===== config.mk =====
export PLATFORM = sky130hd
export DESIGN_NAME = rng_share_ctrl
export DESIGN_NICKNAME = d
export VERILOG_FILES = /design/src/rtl/rng_share_ctrl.sv
export SDC_FILE = /design/constraint.sdc
export NUM_CORES = 1
export LEC_CHECK = 0
export ABC_AREA = 1
export CAP_MARGIN = 20
export CELL_PAD_IN_SITES_DETAIL_PLACEMENT = 1
export CELL_PAD_IN_SITES_GLOBAL_PLACEMENT = 1
export CORE_UTILIZATION = 32
export CTS_BUF_LIST = sky130_fd_sc_hd__clkbuf_8
export CTS_CLUSTER_SIZE = 10
export DETAILED_ROUTE_END_ITERATION = 12
export HOLD_SLACK_MARGIN = 0.02
export PLACE_DENSITY = 0.81
export SYNTH_ARGS = -nofsm -noshare
export SYNTH_HDL_FRONTEND = slang
export SYNTH_SLANG_ARGS = --single-unit

===== constraint.sdc =====
create_clock -name clock -period 1.75 [get_ports clock]
set_input_delay 0.2625 -clock clock [delete_from_list [all_inputs] [get_ports clock]]
set_output_delay 0.2625 -clock clock [all_outputs]
set_load 0.05 [all_outputs]

===== src/rtl/rng_share_ctrl.sv =====
// Shares one 16-bit pseudo-random generator among NREQ round-robin requesters.
// Steps the generator, waits SETTLE cycles, captures 16 or 4 bits, and serialises reseeds.
module rng_share_ctrl #(
  parameter int NREQ   = 4,
  parameter int SETTLE = 1
) (
  input  logic            clock,
  input  logic            nreset,
  input  logic [NREQ-1:0] req,
  input  logic [NREQ-1:0] req_wide,
  input  logic            seed_req,
  input  logic [15:0]     seed_val,
  input  logic [15:0]     rng_out,
  input  logic [3:0]      rng_out_4bit,
  output logic            rng_step,
  output logic            rng_load,
  output logic [15:0]     rng_seed,
  output logic [NREQ-1:0] ack,
  output logic [15:0]     data_out,
  output logic            seed_ack,
  output logic            busy,
  output logic [15:0]     grant_count
);

  localparam int          IW       = (NREQ > 1) ? $clog2(NREQ) : 1;
  localparam int unsigned NREQ_U   = NREQ;
  localparam logic [3:0]  SETTLE_W = 4'(SETTLE);

  typedef enum logic [2:0] {
    IDLE,
    SEED,
    STEP,
    WAIT,
    RESP
  } state_t;

  state_t          state, state_nx;
  logic [IW-1:0]   ptr, ptr_nx;
  logic [IW-1:0]   grantee, grantee_nx;
  logic [IW-1:0]   pick;
  logic            pick_valid;
  logic            wide, wide_nx;
  logic [3:0]      cnt, cnt_nx;
  logic            capture;

  // Requester index base+off, wrapped into 0..NREQ-1 (off is always < NREQ).
  function automatic logic [IW-1:0] wrap_idx(input logic [IW-1:0] base, input int unsigned off);
    int unsigned sum;
    sum = 32'(base) + off;
    if (sum >= NREQ_U) sum = sum - NREQ_U;
    return IW'(sum);
  endfunction

  // Round-robin search: first asserted request at or after ptr, wrapping around.
  always_comb begin
    pick       = '0;
    pick_valid = 1'b0;
    for (int k = 0; k < NREQ; k++) begin
      if (!pick_valid && req[wrap_idx(ptr, unsigned'(k))]) begin
        pick       = wrap_idx(ptr, unsigned'(k));
        pick_valid = 1'b1;
      end
    end
  end

  // NOTE: every signal driven here gets a default first, so no path leaves one
  // unassigned and no latch is inferred.
  always_comb begin
    state_nx   = state;
    ptr_nx     = ptr;
    grantee_nx = grantee;
    wide_nx    = wide;
    cnt_nx     = cnt;
    capture    = 1'b0;
    unique case (state)
      IDLE: begin
        if (seed_req) begin
          state_nx = SEED;
        end else if (pick_valid) begin
          grantee_nx = pick;
          wide_nx    = req_wide[pick];
          state_nx   = STEP;
        end
      end
      SEED: state_nx = IDLE;
      STEP: begin
        cnt_nx   = SETTLE_W;
        state_nx = WAIT;
      end
      WAIT: begin
        if (cnt == 4'd1) begin
          capture  = 1'b1;
          state_nx = RESP;
        end else begin
          cnt_nx = cnt - 4'd1;
        end
      end
      RESP: begin
        ptr_nx   = wrap_idx(grantee, 1);
        state_nx = IDLE;
      end
      default: state_nx = IDLE;
    endcase
  end

  // Outputs are registered from the next state, so each strobe is high exactly
  // during the cycle the FSM sits in the state that owns it.
  // NOTE: sequential state uses non-blocking assignments so every register
  // samples pre-edge values regardless of statement order.
  // NOTE: reset also clears the datapath registers (data_out, rng_seed,
  // grant_count), not just control, so nothing stale is visible after reset.
  always_ff @(posedge clock) begin
    if (!nreset) begin
      state       <= IDLE;
      ptr         <= '0;
      grantee     <= '0;
      wide        <= 1'b0;
      cnt         <= '0;
      rng_step    <= 1'b0;
      rng_load    <= 1'b0;
      rng_seed    <= '0;
      ack         <= '0;
      data_out    <= '0;
      seed_ack    <= 1'b0;
      busy        <= 1'b0;
      grant_count <= '0;
    end else begin
      state    <= state_nx;
      ptr      <= ptr_nx;
      grantee  <= grantee_nx;
      wide     <= wide_nx;
      cnt      <= cnt_nx;
      rng_step <= (state_nx == STEP);
      rng_load <= (state_nx == SEED);
      seed_ack <= (state_nx == SEED);
      busy     <= (state_nx != IDLE);
      if (state_nx == SEED) rng_seed <= seed_val;
      if (capture) data_out <= wide ? rng_out : {12'h000, rng_out_4bit};
      if (state_nx == RESP) begin
        ack         <= NREQ'(1) << grantee;
        grant_count <= grant_count + 16'd1;
      end else begin
        ack <= '0;
      end
    end
  end

  // Protocol invariants on the generator strobes and completion pulses.
  a_strobe_excl : assert property (@(posedge clock) disable iff (!nreset)
    !(rng_step && rng_load));
  a_strobe_gap  : assert property (@(posedge clock) disable iff (!nreset)
    (rng_step || rng_load) |=> !(rng_step || rng_load));
  a_ack_onehot  : assert property (@(posedge clock) disable iff (!nreset)
    $onehot0(ack));
  a_ack_seed    : assert property (@(posedge clock) disable iff (!nreset)
    !((|ack) && seed_ack));

endmodule


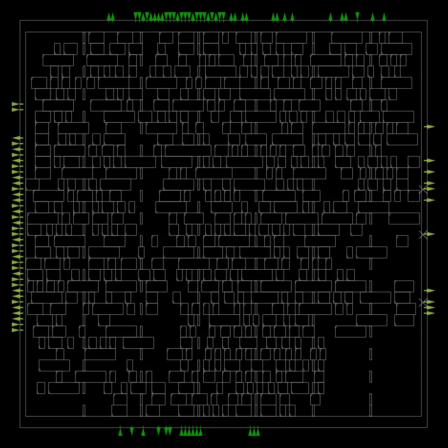
run_1/final_placement.png
Post-Layout Cell Count: 649
Cell Rows: 34

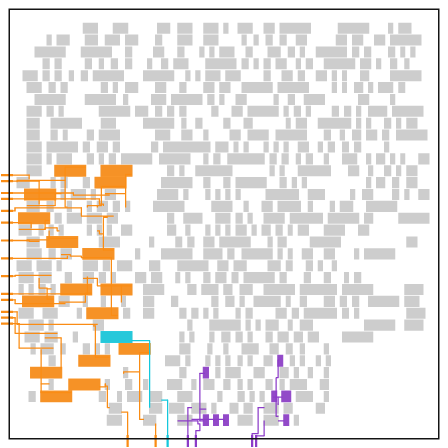
run_1/port_nets.png
| port | color | bits | direction | end cells | buffers | wire |
|---|---|---|---|---|---|---|
| rng_seed | orange | 16 | output | 16 | 16 | 453 um |
| seed_ack | cyan | 1 | output | 1 | 1 | 29.2 um |
| req | purple | 4 | input | 8 | 4 | 73.5 um |

==> run summary <==
Clock-cell share = 4.32%
first-pass GRT wire length = 15.3 mm
CP arrival = 1.93 ns
synthesis-to-finish area growth = 50.4%
Resize count post-CTS = 27
Core ar. = 8810 um2
crit-path cells = buf_6, buf_6, nand2_2, nand2_2, nand2_2, nand2_2, nor2_4, nand2_1, or2_4, nand3_4, buf_4, a41oi_1
Die W = 98 um
Main logic family = simple AND/OR/NAND/NOR gates
Hold Buf Count CTS = 0
Reg-to-Reg End = busy$_SDFF_PN0_
DP Wirelength = 6.68 mm
Logic pwr share = 21.3%
XOR-XNOR Cells, Area Fraction = 0.891%
Tightest Hold Check Type = flip-flop to flip-flop
combinational power = 0.785 mW
status = finished with violations
DIE AREA = 9600 um2
dominant synthesized flop cell = dfxtp_1
AND/OR/NAND/NOR Cells, Area Fraction = 30.7%
Critical Path Stages = 12
Top power group = registers
syn_area_per_cell = 7.16 um2
tap cells = 108
Tmin final = 1.73 ns
TritonCTS Buffers = 9
largest class = multi-input combinational cells
FP Util = 33.5%
most used cell, CP = nand2_2
CP endpoint kind = flip-flop
Psw = 1.13 mW
Mapped Nets = 462
Worst setup startpoint = ptr[0]$_SDFFE_PN0N_
Pint = 2.55 mW
Hold Path Sink = data_out[10]$_SDFFE_PN0P_
highest metal layer with signal wires = met4
top cells by count, synth = nand2_1 (104), dfxtp_1 (67), a21oi_1 (53)
period utilisation layout = 98.8%
AO/OA Area Share = 12.6%
FF-to-FF setup slack = 0.02 ns
GPL Wtd Cong = 0.834
flop count = 67
final worst slack = 0.0213 ns
nonclk buf count = 130
# DRC = 3
num ports = 103
synth unique cells = 34
Top-area cell share = 45.5%
antenna violations before repair = 0
Worst Min Path Start = data_out[10]$_SDFFE_PN0P_
synth top area cells = dfxtp_1 (45%), nand2_1 (13%), a21oi_1 (9.0%)
H-tree levels = 3
WHS = 0.463 ns
number of clock-tree buffers in the layout = 9
via count = 3,164
pin count of the biggest net entering global routing = 27
Largest regs = data_out: 16 flops, grant_count: 16 flops, rng_seed: 16 flops
Synthesis Warnings = 0
Storage cell area = 1360 um2
clock skew = 0.0115 ns
Post-CTS Setup Repair Bufs = 6
Synth Seq Share = 45.5%
sequential power = 1.64 mW
Worst VDD drop = 498 uV
buffering overhead = 26.1%
Comb/total area = 31.7%
WP data required = 1.95 ns
RSZ-0062 raised after global routing = true
share of power burned in registers = 44.6%
Max Cap Violations = 0
Fillers = 1,105
synthesis area per yosys = 2950 um2
M1 WL = 3.84 mm
clock buffer depth = 2
share of flip-flops with an asynchronous set or reset = 0%
Switching Share = 30.7%
sum of buffers and inverters on the critical path = 3
crit start category = flip-flop
clock sinks = 67
antenna-violating nets left = 0
worst slack, placed = -0.243 ns
Critical Path Fanout Max = 6
final WL = 9.13 mm
Pleak = 2.00 nW
First-pass DRT Iterations = 8
RR Startpoint = ptr[0]$_SDFFE_PN0N_
n_diodes = 0
Power Density = 830 nW/um2
initial drt markers = 54
share of layout cells above drive strength 1 = 20.7%
Inverters = 50
final setup violation count = 0
largest area contributor in the netlist = dfxtp_1
failing checks = design-rule violations
hold path cells = 2
Slew Limit Headroom = 66.5%
fin nets = 586
placed instance count = 623
Routed WL per cell = 14.1 um
Flops after synth = 67
Top cells excl fill/tap = nand2_1 (100), dfxtp_1 (61), buf_4 (54)
CTS clk-pin slew, worst paths = 0.08 ns
CP endpoint = busy$_SDFF_PN0_
Critical-path top delay cell = dfxtp_4
setup tns final = 0 ns
met3 usage = 5.65%
Slew @ Worst Pin = 0.501 ns
FF-to-FF path depth = 12
CTS tree = yes
final hold violations = 0
MI comb cells = 278
root buffer cell = clkbuf_8
Worst Setup Path Type = flip-flop to flip-flop
number of logged tool warnings = 28
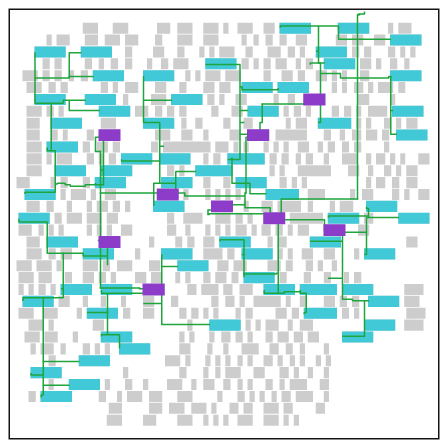
run_1/clock_map.png
[flip-flops] cyan | count: 67
[clock wires] green | length: 872 um
[cells driving clock nets] purple | count: 9
routed clock nets: 10
clk_lat worst skew: 0.34 ns
clock-net power: 1.25 mW

No activity file was given, so power comes from the tool's default toggle rates.
